run_1/final_congestion.png
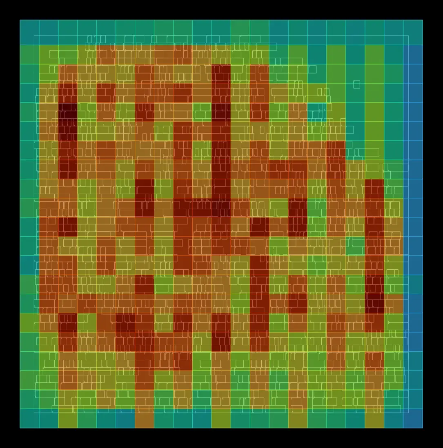
run_1/port_nets.png
Drawn at 3 px/um.
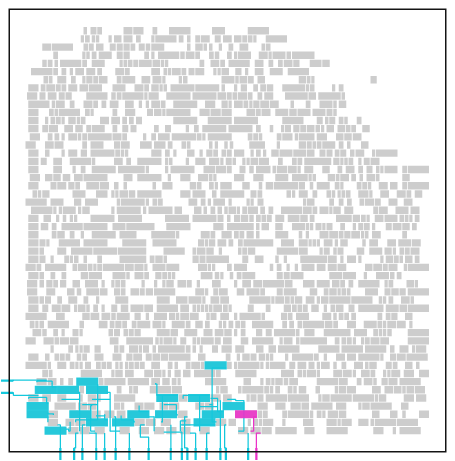
run_1/wire_density.png
Drawn at 2 px/um. 29 x 29 tiles, from white (low) to dark blue (high), scaled to the fullest tile. Values are wire area over tile area, all layers added.
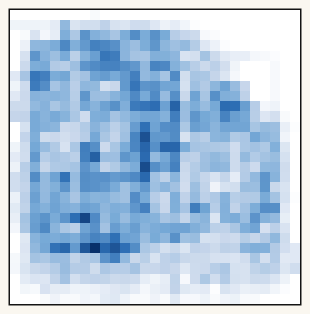
### config.mk
export PLATFORM = sky130hd
export DESIGN_NAME = cordic_phase
export DESIGN_NICKNAME = d
export VERILOG_FILES = /design/src/rtl/cordic_phase.sv
export SDC_FILE = /design/constraint.sdc
export NUM_CORES = 1
export LEC_CHECK = 0
export CAP_MARGIN = 30
export CORE_AREA = 5 5 140 142
export DETAILED_ROUTE_END_ITERATION = 8
export DIE_AREA = 0 0 145 147
export PLACE_DENSITY = 0.77
export SYNTH_ARGS = -nofsm -noshare
export SYNTH_HDL_FRONTEND = slang
export SYNTH_SLANG_ARGS = --single-unit
### constraint.sdc
create_clock -name clk -period 7.7 [get_ports clk]
set_clock_uncertainty 0.1 [all_clocks]
set_input_delay 1.54 -clock clk [delete_from_list [all_inputs] [get_ports clk]]
set_output_delay 1.54 -clock clk [all_outputs]
set_load 0.01 [all_outputs]
### src/rtl/cordic_phase.sv
// cordic_phase: iterative vectoring CORDIC, (I,Q) -> phase (2^wph = 2pi), magnitude.
// Optional `CORDIC_GAIN_COMP_EN adds a GAIN state that removes the CORDIC gain.
module cordic_phase #(
   parameter int width = 17,
   parameter int wph   = 17,
   parameter int nstg  = 16
) (
   input  logic                    clk,
   input  logic                    reset,
   input  logic                    sync_in,
   input  logic signed [width-1:0] i_in,
   input  logic signed [width-1:0] q_in,
   output logic                    busy,
   output logic                    sync_out,
   output logic signed [wph-1:0]   phase_out,
   output logic        [width:0]   mag_out,
   output logic                    overrun
);

   localparam int XW  = width + 2;
   localparam int ZW  = wph + 2;
   localparam int KW  = $clog2(nstg);
   localparam int RSH = 32 - ZW;
   localparam logic [32:0] RND = (33'd1 << RSH) >> 1;

   // atan(2^-k) as a fraction of a full turn, 2^32 = 2pi
   localparam logic [31:0] ATAN_TBL [32] = '{
      32'h20000000, 32'h12E4051E, 32'h09FB385B, 32'h051111D4,
      32'h028B0D43, 32'h0145D7E1, 32'h00A2F61E, 32'h00517C55,
      32'h0028BE53, 32'h00145F2F, 32'h000A2F98, 32'h000517CC,
      32'h00028BE6, 32'h000145F3, 32'h0000A2FA, 32'h0000517D,
      32'h000028BE, 32'h0000145F, 32'h00000A30, 32'h00000518,
      32'h0000028C, 32'h00000146, 32'h000000A3, 32'h00000051,
      32'h00000029, 32'h00000014, 32'h0000000A, 32'h00000005,
      32'h00000003, 32'h00000001, 32'h00000001, 32'h00000000
   };

   typedef enum logic [2:0] {
      S_IDLE,
      S_FOLD,
      S_ITER,
      S_GAIN,
      S_DONE
   } state_t;

   state_t                  state_q, state_d;
   logic signed [XW-1:0]    x_q, x_d;
   logic signed [XW-1:0]    y_q, y_d;
   logic        [ZW-1:0]    z_q, z_d;
   logic        [KW-1:0]    k_q, k_d;
   logic                    zero_q, zero_d;
   logic                    sync_q, sync_d;
   logic                    ovr_q, ovr_d;
   logic signed [wph-1:0]   ph_q, ph_d;
   logic        [width:0]   mag_q, mag_d;

   logic signed [XW-1:0]    xs;
   logic signed [XW-1:0]    ys;
   logic        [ZW-1:0]    atan_k;

   assign xs     = x_q >>> k_q;
   assign ys     = y_q >>> k_q;
   assign atan_k = ZW'(({1'b0, ATAN_TBL[k_q]} + RND) >> RSH);

`ifdef CORDIC_GAIN_COMP_EN
   localparam logic [16:0] GAIN_K = 17'd39797;
   logic [XW+16:0] prod;
   assign prod = {17'd0, x_q} * {{XW{1'b0}}, GAIN_K};
`endif

   assign busy      = (state_q != S_IDLE) | sync_q;
   assign sync_out  = sync_q;
   assign phase_out = ph_q;
   assign mag_out   = mag_q;
   assign overrun   = ovr_q;

   always_ff @(posedge clk) begin
      if (reset) begin
         state_q <= S_IDLE;
         x_q     <= '0;
         y_q     <= '0;
         z_q     <= '0;
         k_q     <= '0;
         zero_q  <= 1'b0;
         sync_q  <= 1'b0;
         ovr_q   <= 1'b0;
         ph_q    <= '0;
         mag_q   <= '0;
      end else begin
         state_q <= state_d;
         x_q     <= x_d;
         y_q     <= y_d;
         z_q     <= z_d;
         k_q     <= k_d;
         zero_q  <= zero_d;
         sync_q  <= sync_d;
         ovr_q   <= ovr_d;
         ph_q    <= ph_d;
         mag_q   <= mag_d;
      end
   end

   always_comb begin
      state_d = state_q;
      x_d     = x_q;
      y_d     = y_q;
      z_d     = z_q;
      k_d     = k_q;
      zero_d  = zero_q;
      sync_d  = 1'b0;
      ovr_d   = ovr_q | (sync_in & busy);
      ph_d    = ph_q;
      mag_d   = mag_q;
      unique case (state_q)
         S_IDLE: begin
            if (sync_in && !sync_q) begin
               x_d     = {{2{i_in[width-1]}}, i_in};
               y_d     = {{2{q_in[width-1]}}, q_in};
               zero_d  = (i_in == '0) && (q_in == '0);
               state_d = S_FOLD;
            end
         end
         S_FOLD: begin
            if (x_q[XW-1]) begin
               x_d = -x_q;
               y_d = -y_q;
               z_d = {1'b1, {(ZW-1){1'b0}}};
            end else begin
               z_d = '0;
            end
            k_d     = '0;
            state_d = S_ITER;
         end
         S_ITER: begin
            if (!y_q[XW-1]) begin
               x_d = x_q + ys;
               y_d = y_q - xs;
               z_d = z_q + atan_k;
            end else begin
               x_d = x_q - ys;
               y_d = y_q + xs;
               z_d = z_q - atan_k;
            end
            k_d = k_q + KW'(1);
            if (k_q == KW'(nstg - 1)) begin
`ifdef CORDIC_GAIN_COMP_EN
               state_d = S_GAIN;
`else
               state_d = S_DONE;
`endif
            end
         end
`ifdef CORDIC_GAIN_COMP_EN
         S_GAIN: begin
            x_d     = XW'((prod + (XW+17)'(32768)) >> 16);
            state_d = S_DONE;
         end
`endif
         S_DONE: begin
            // a zero vector has no angle; report 0 instead of the atan sum
            if (zero_q) begin
               ph_d = '0;
            end else begin
               ph_d = wph'((z_q + ZW'(2)) >> 2);
            end
            if (x_q[XW-1]) begin
               mag_d = '0;
            end else begin
               mag_d = x_q[XW-2:0];
            end
            sync_d  = 1'b1;
            state_d = S_IDLE;
         end
         default: state_d = S_IDLE;
      endcase
   end

endmodule
==> flow_summary.json, run 1 <==
{
  "tap_cells": 234,
  "totalPowerFinal_mw": 2.736,
  "met2_length_um": 15640,
  "synthCells": 1405,
  "cp-end-kind": "flip-flop",
  "ys_types": 83,
  "comb_cells": 1160,
  "hold_viol": 0,
  "cts_tree": "done",
  "tightest_slew_ns": 0.9048,
  "drive_gt1_share_pct": 7.660,
  "rsz0062_at_grt": "no",
  "clock_area_share_pct": 2.471,
  "post-synth-top-area-cell": "dfxtp_1",
  "ys_sh_mux_pct": 11.27,
  "power.density_nw_per_um2": 230.9,
  "cts_resized": 0,
  "routed.top_layer": "met4",
  "edf_count": 0,
  "die_w_um": 145,
  "hold_path_class": "reg -> reg",
  "htree_num_levels": 3,
  "start_kind": "flip-flop",
  "max_freq_mhz": 156.6,
  "max_stage_delay_ns": 0.68,
  "startpoint": "k_q[2]",
  "nNetsFinal": 1513,
  "sh_comb_area_pct": 69.23,
  "buffer_area_share_pct": 7.160,
  "num-nonclk-buffers": 88,
  "drv_cap": 0,
  "diodes": 0,
  "synth_seq_share_pct": 18.88,
  "worst_hold_slack_ns": 0.3716,
  "place_hpwl_um": 23540,
  "yosysCellCount": 1405,
  "numClockSinks": 102,
  "maxSlewViolCount": 0,
  "simple_gate_area_share_pct": 21.24,
  "reg_top3": "x_q (19), y_q (19), z_q (19)",
  "slowest_stage": "dfxtp_1",
  "crit_chain": "buf_4, inv_2, a2bb2oi_1, o21ai_0, ha_1, inv_1, a311oi_2, nand2_1, xor2_1, nand3_1, a221oi_2, a31oi_1, xor2_1, ha_1, a21o_1, a21oi_1, nor2b_1, a211o_1, o21bai_1, a41oi_1, a21oi_1, xor3_1, o21ai_1, nor2b_1",
  "ys_top_cells_by_area": "dfxtp_1, mux4_2, ha_1, xnor2_1, a21oi_1",
  "core_area_um2": 18330,
  "cts_root_buf": "clkbuf_16",
  "fin_util_pct": 64.63,
  "crit_fanout": 37,
  "outcome": "finished clean",
  "ys_sh_xor_pct": 11.15,
  "fin_ws_ns": 1.316,
  "cp.required_ns": 7.90,
  "top_usage_layer": "met2",
  "vias_per_cell": 6.591,
  "ys_top_cells_by_count": "nor2_1, a21oi_1, nand2_1",
  "ys_sh_aoi_pct": 23.59,
  "layout_top_cells": "nor2_1, a21oi_1, nand2_1",
  "drc": 0,
  "final.period_utilization_pct": 82.91,
  "ys.flop_type": "dfxtp_1",
  "cts.clk_slew.worst_paths_ns": 0.08,
  "top_area_share_pct": 18.88,
  "async_flop_share_pct": 0,
  "fp-row-count": 50,
  "wl_met3_um": 2368,
  "clkbuf_count": 9,
  "p_leak_nw": 4.516,
  "chipHeight_um": 147,
  "top_logic_kind": "AND-OR/OR-AND gates",
  "hp-start": "overrun",
  "warnings": 31,
  "logic_area_um2": 8202,
  "fin_cells": 1644,
  "finalSetupViolations": 0,
  "placed_area_um2": 11540,
  "grt_max_degree": 56,
  "use_met3_pct": 3.547,
  "gp_congestion": 0.9614,
  "dr.pass1.iters": 5,
  "seq_share_pct": 17.28,
  "fp_util_pct": 59.02,
  "most_common_cell": "nor2_1",
  "cts.path.max_buffers": 2,
  "drtIter0Drc": 925,
  "final_area_um2": 11850,
  "synthesis.area_um2": 10820,
  "worstSkewPairLatency_ns": 0.37,
  "synth_area_per_cell_um2": 7.700,
  "grt_pass1_vias": 10010,
  "chipArea_um2": 21320,
  "fp_nets": 1513,
  "cp.arrival_ns": 6.58,
  "grt-ovfl-total": 0,
  "synth_flops": 102,
  "yosys.area_share.adder_pct": 8.420,
  "path_class": "reg -> reg",
  "post-place-ws_ns": 1.450,
  "post_cts_buffers": 0
}
Back to the opening pictures, final_congestion.png:
M2 GR Usage: 50.18%
M1 GR Usage: 36.30%

Back to the opening pictures, port_nets.png:
overrun: shown in magenta, bits 1, direction output, edge bottom, end cells 1, wire 13.6 um. mag_out: shown in cyan, bits 18, direction output, edge 16 bottom, 2 left, end cells 18, wire 423 um.
I/O pin cnt: 75
Port Buffers: 74

Back to the opening pictures, wire_density.png:
The densest ninth of the die: middle. The fullest tile reaches 0.79. The emptiest ninth of the die: top right. The mean over all tiles is 0.25. 21% of the tiles are over half the peak.
DR WL/cell: 19.59 um
GRT Total Usage: 29.03%
routed wire length: 32210 um
Via Count: 10840

## run 1: worst max-delay path: cells and delay by family, from the launching register on
family | cells | cell delay [ns]
AOI/OAI and AO/OA | 12 | 2.77
buffers and inverters | 3 | 0.86
xor gates and xnor gates | 3 | 0.75
DFF | 1 | 0.68
adders and majority gates | 2 | 0.61
and+or+nand+nor | 4 | 0.51
## run 1: path summary, 6_finish.rpt
path	slack, ns	depth (start not counted)	to
worst max register to register	1.32	24	z_q[18]
worst max-delay path	1.32	24	z_q[18]
worst min-delay path	0.37	2	overrun
worst min register to register	0.37	2	overrun
## run 1: power by group
group          switching, mW  internal (mW)  total [mW]
combinational          0.879          0.695        1.57
clock                  0.244          0.229       0.473
sequential             0.120          0.569       0.689
run_1/gate_families.png
Drawn at 2 px/um.
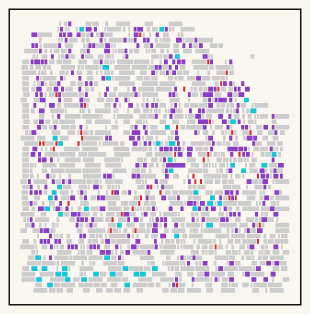

## Run 2: what changed since run 1
--- a/config.mk
+++ b/config.mk
@@ -6,10 +6,10 @@
 export NUM_CORES = 1
 export LEC_CHECK = 0
 export CAP_MARGIN = 30
-export CORE_AREA = 5 5 140 142
+export CORE_AREA = 5 5 147 149
 export DETAILED_ROUTE_END_ITERATION = 8
-export DIE_AREA = 0 0 145 147
-export PLACE_DENSITY = 0.77
+export DIE_AREA = 0 0 152 154
+export PLACE_DENSITY = 0.73
 export SYNTH_ARGS = -nofsm -noshare
 export SYNTH_HDL_FRONTEND = slang
 export SYNTH_SLANG_ARGS = --single-unit
==> constraint.sdc (replaced) <==
create_clock -name clk -period 5.22 [get_ports clk]
set_clock_uncertainty 0.1 [all_clocks]
set_input_delay 1.044 -clock clk [delete_from_list [all_inputs] [get_ports clk]]
set_output_delay 1.044 -clock clk [all_outputs]
set_load 0.01 [all_outputs]
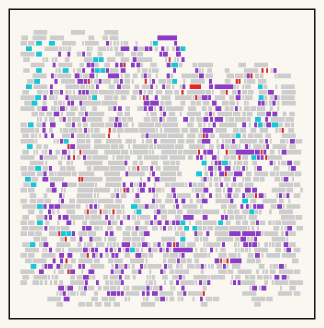
run_2/gate_families.png
Drawn at 2 px/um.
inverting AOI/OAI gates: shown in purple, cells 352, most used a21oi_1, where all over the die. inverters: shown in red, cells 44, most used inv_1. AND-OR and OR-AND gates: shown in cyan, cells 51, most used a22o_1.

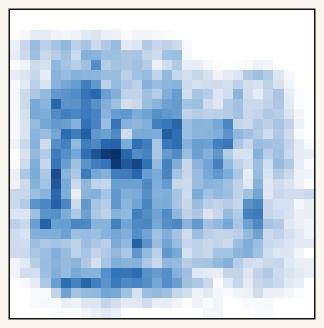
run_2/wire_density.png
Drawn at 2 px/um. 30 x 31 tiles, from white (low) to dark blue (high), scaled to the fullest tile. Values are wire area over tile area, all layers added.
The mean over all tiles is 0.25. The fullest tile reaches 0.84. 17% of the tiles are nearly empty. The densest ninth of the die: middle. The emptiest ninth of the die: top right.

==> run 2 against run 1 <==
Against the previous run:
- global-route usage is 0.72 points lower
- core utilization fell by 1.1 points
- fmax up 25%
- final cell count grew 6.3%
- synthesized area did not move
- non-clock buffer count up 68
- register-to-register slack worse by 1.2 ns
- setup slack lost 1.2 ns
- total power up 57%
- hold slack got worse by 0.00067 ns
- critical endpoint unchanged
==> flow_summary.json, run 2 <==
{
  "ys.flop_type": "dfxtp_1",
  "use_met3_pct": 4.975,
  "synth_area_per_cell_um2": 7.700,
  "max_freq_mhz": 196.2,
  "use_met2_pct": 48.92,
  "place_hpwl_um": 26020,
  "grt_use_met1_pct": 34.07,
  "tns_ns": 0,
  "hold_path_class": "reg -> reg",
  "path_class": "reg -> reg",
  "cts.clk_slew.worst_paths_ns": 0.09,
  "wl_met3_um": 2748,
  "critPathTopFamily": "AND-OR/OR-AND gates",
  "reg2reg_depth": 25,
  "grt-ovfl-total": 0,
  "final.period_utilization_pct": 97.63,
  "synthesis.area_um2": 10820,
  "nNetsFinal": 1581,
  "pwr-share-comb_pct": 60.8,
  "seqPwrFrac_pct": 22.4,
  "top_logic_kind": "AND-OR/OR-AND gates",
  "power_leader": "combinational logic",
  "worst-path-buf-inv": 3,
  "numClockSinks": 102,
  "switching_share_pct": 45.60,
  "p_seq_mw": 0.961,
  "tightest_slew_ns": 0.9369,
  "top_usage_layer": "met2",
  "placed_area_um2": 12120,
  "routed.top_layer": "met4",
  "core_area_um2": 20040,
  "cp.arrival_ns": 5.25,
  "die_w_um": 152,
  "synth_seq_share_pct": 18.88,
  "drive_gt1_share_pct": 14.28,
  "fp_util_pct": 53.98,
  "top_area_share_pct": 18.88,
  "outcome": "finished clean",
  "yosys.area_share.adder_pct": 8.420,
  "internal_power_mw": 2.336,
  "drc": 0,
  "routed_wl_um": 35100,
  "grt_util_all_layers_pct": 28.31,
  "grt_pass1_vias": 10570,
  "chipHeight_um": 154,
  "num_vias": 11210,
  "max_stage_delay_ns": 0.44,
  "crit_fanout": 6,
  "maxSlewViolCount": 0,
  "fin_util_pct": 63.52,
  "drtIter0Drc": 926,
  "post-synth-top-area-cell": "dfxtp_1",
  "p_leak_nw": 4.963,
  "finalSetupViolations": 0,
  "chipArea_um2": 23410,
  "fin_cells": 1748,
  "synth_flops": 102,
  "port_buffers": 74,
  "relSlewSlack_pct": 37.31,
  "post-place-ws_ns": -0.03491,
  "simple_gate_area_share_pct": 21.24,
  "met1_length_um": 13690,
  "cp.required_ns": 5.37,
  "synthCells": 1405,
  "ys_sh_mux_pct": 11.27,
  "ys_sh_aoi_pct": 23.59,
  "fp_nets": 1513,
  "warnings": 32,
  "layout_top_cells": "nor2_1, a21oi_1, nand2_1",
  "ys_top_cells_by_area": "dfxtp_1, mux4_2, ha_1, xnor2_1, a21oi_1",
  "hold_viol": 0,
  "ys_sh_xor_pct": 11.15,
  "cts.path.max_buffers": 2,
  "cp_num_cells": 25,
  "final_area_um2": 12730,
  "power.density_nw_per_um2": 337.4,
  "worstSkewPairLatency_ns": 0.37,
  "diodes": 0,
  "reg_top3": "x_q (19), y_q (19), z_q (19)",
  "ys_types": 83,
  "ios": 75,
  "p_clk_share_pct": 16.8,
  "start_kind": "flip-flop",
  "most_common_cell": "nor2_1",
  "power.clock.total_mw": 0.722,
  "dr.pass1.iters": 7,
  "cts_root_buf": "clkbuf_16",
  "async_flop_share_pct": 0,
  "hold_path_depth": 2,
  "met2_length_um": 16760,
  "drv_cap": 0,
  "post_drt_wl_per_cell_um": 20.08,
  "comb_power_mw": 2.61,
  "htree_num_levels": 3,
  "grt_max_degree": 46,
  "edf_count": 0,
  "antenna_left": 0,
  "yosysCellCount": 1405,
  "cts_tree": "done"
}
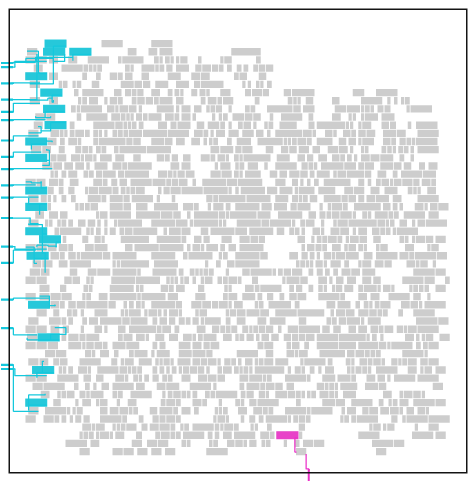
run_2/port_nets.png
Drawn at 3 px/um.
overrun: shown in magenta, bits 1, direction output, edge bottom, end cells 1, wire 12.7 um. mag_out: shown in cyan, bits 18, direction output, edge left, end cells 18, wire 503 um.

==> run 2: layout make-up <==
class                      instances  area (um^2)
clock inverter                     7        77.57
tap                              270        337.8
sequential                       102         2052
multi-input combinational       1160         8419
clock buffer                       9        225.2
inverter                          44        177.7
fill                            1771         7311
timing repair buffer             156         1439
==> run 2: final timing paths <==
path,start,to,slack [ns]
worst max register to register,k_q[0],z_q[18],0.12
worst min register to register,overrun,overrun,0.37
worst max-delay path,k_q[0],z_q[18],0.12
worst min-delay path,overrun,overrun,0.37
==> run 2: what timing repair did <==
item,4_1_cts,5_1_grt
pin swaps,0,14
resized,1,40
buffers inserted,0,11
endpoints found under the hold margin,0,0
cloned,0,2
endpoints found under the setup margin,2,15
run_2/clock_map.png
Drawn at 3 px/um.
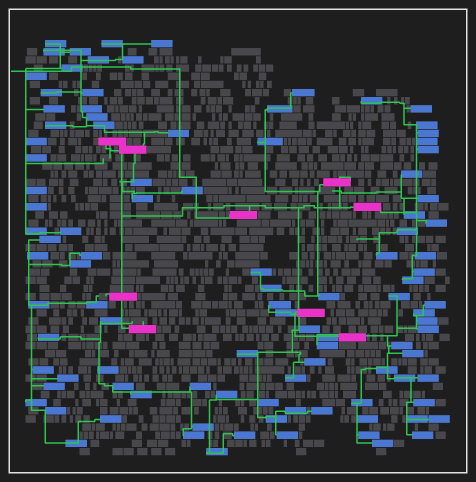

## Run 3: what changed since run 2
--- a/config.mk
+++ b/config.mk
@@ -6,9 +6,11 @@
 export NUM_CORES = 1
 export LEC_CHECK = 0
 export CAP_MARGIN = 30
-export CORE_AREA = 5 5 147 149
+export CORE_AREA = 5 5 141 143
+export CTS_BUF_LIST = sky130_fd_sc_hd__clkbuf_16
 export DETAILED_ROUTE_END_ITERATION = 8
-export DIE_AREA = 0 0 152 154
+export DIE_AREA = 0 0 146 148
+export DONT_BUFFER_PORTS = 1
 export PLACE_DENSITY = 0.73
 export SYNTH_ARGS = -nofsm -noshare
 export SYNTH_HDL_FRONTEND = slang
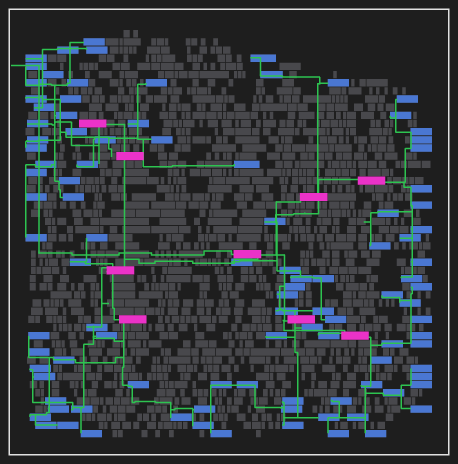
run_3/clock_map.png
Drawn at 3 px/um.
clock wires: shown in green, length 1650 um. flip-flops: shown in blue, count 102. cells driving clock nets: shown in magenta, count 9.
There are 10 routed clock nets.

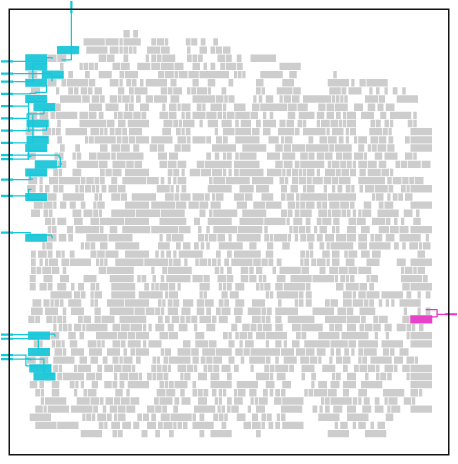
run_3/port_nets.png
Drawn at 3 px/um.
overrun: shown in magenta, bits 1, direction output, edge right, end cells 1, wire 11.3 um. mag_out: shown in cyan, bits 18, direction output, edge 17 left, 1 top, end cells 18, wire 317 um.

==> run 3 against run 2 <==
Against the previous run:
- setup slack improved by 0.047 ns
- via count is 3.2% lower
- fmax is 0.93% higher
- clock power shrank 2%
- register-to-register slack gained 0.05 ns
- hold slack better by 0.025 ns
- sequential share of layout area rose by 0.94 points
- synthesized cell count is the same
- synthesized area is the same
- first-iteration DRC count increased by 15%
- wire length decreased by 1.1%
- critical endpoint unchanged
- largest cell class unchanged
==> flow_summary.json, run 3 <==
{
  "edf_count": 0,
  "grt_pass1_vias": 9920,
  "hold_path_depth": 2,
  "comb_power_mw": 2.61,
  "synth_seq_share_pct": 18.88,
  "drtIter0Drc": 1065,
  "drc": 0,
  "post-place-ws_ns": -0.04701,
  "post_cts_buffers": 0,
  "layout_top_cells": "nor2_1, a21oi_1, nand2_1",
  "cp_num_cells": 25,
  "crit_fanout": 5,
  "synthCells": 1405,
  "final.period_utilization_pct": 96.74,
  "finalSetupViolations": 0,
  "p_leak_nw": 4.691,
  "core_area_um2": 18460,
  "cp-end-kind": "flip-flop",
  "startpoint": "k_q[0]",
  "wl_met3_um": 2987,
  "p_seq_mw": 0.961,
  "cts_resized": 3,
  "reg2reg_depth": 25,
  "grt_max_degree": 87,
  "fp_nets": 1513,
  "worst_hold_slack_ns": 0.3963,
  "hold_viol": 0,
  "yosys.area_share.adder_pct": 8.420,
  "cts.path.max_buffers": 2,
  "r2r_end": "z_q[18]",
  "ys_top_cells_by_count": "nor2_1, a21oi_1, nand2_1",
  "hp-start": "z_q[0]",
  "dr.pass1.iters": 6,
  "pwr-share-comb_pct": 61.1,
  "ys_sh_xor_pct": 11.15,
  "reg_top3": "x_q (19), y_q (19), z_q (19)",
  "fp-row-count": 50,
  "rr_startpoint": "k_q[0]",
  "synth_flops": 102,
  "ys_types": 83,
  "warnings": 33,
  "critPathTopFamily": "AND-OR/OR-AND gates",
  "most_common_cell": "nor2_1",
  "post-synth-top-area-cell": "dfxtp_1",
  "worstSkewPairLatency_ns": 0.37,
  "place_hpwl_um": 25030,
  "ys.flop_type": "dfxtp_1",
  "fp_util_pct": 58.62,
  "cts_tree": "done",
  "outcome": "finished clean",
  "routed_wl_um": 34710,
  "routed.top_layer": "met4",
  "switching_share_pct": 45.53,
  "switching_power_mw": 1.947,
  "met1_length_um": 13780,
  "rsz0062_at_grt": "yes",
  "cp.arrival_ns": 5.21,
  "cp.required_ns": 5.38,
  "internal_power_mw": 2.330,
  "nNetsFinal": 1509,
  "chipArea_um2": 21610,
  "numClockSinks": 102,
  "tightest_slew_ns": 0.9106,
  "seqPwrFrac_pct": 22.5,
  "vias_per_cell": 6.620,
  "power_leader": "combinational logic",
  "use_met3_pct": 5.763,
  "met2_length_um": 16320,
  "port_buffers": 0,
  "power.clock.total_mw": 0.704,
  "hold_path_class": "reg -> reg",
  "holdPathEnd": "z_q[0]",
  "tns_ns": 0,
  "diodes": 0,
  "ys_top_cells_by_area": "dfxtp_1, mux4_2, ha_1, xnor2_1, a21oi_1"
}
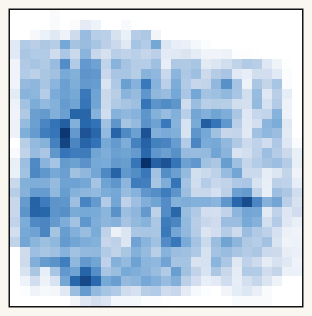
run_3/wire_density.png
Drawn at 2 px/um. 29 x 30 tiles, from white (low) to dark blue (high), scaled to the fullest tile. Values are wire area over tile area, all layers added.
The fullest tile reaches 0.83. The emptiest ninth of the die: top right. 23% of the tiles are over half the peak. 15% of the tiles are nearly empty.
GRT Total Usage: 30.62%
DR WL/cell: 21.16 um

-- run 3: logic make-up (layout without fill, tap and decap cells) --
| logic type | after synthesis | count (layout) |
|---|---|---|
| buffers and inverters | 143 | 144 |
| and+or+nand+nor | 481 | 481 |
| adders and majority gates | 71 | 71 |
| muxes | 69 | 69 |
| xor gates and xnor gates | 136 | 136 |
| DFF | 102 | 102 |
| AOI/OAI and AO/OA | 403 | 403 |
-- run 3: cell type report --
type	instances	area (um^2)	area share, %
clock inverter	7	67.56	0.5619
multi-input combinational	1160	8483	70.54
tap	234	292.8	2.435
clock buffer	9	225.2	1.873
sequential	102	2052	17.06
inverter	44	177.7	1.477
timing repair buffer	84	726.9	6.045
Power figures rest on the tool's default switching activity, not on a simulated workload.
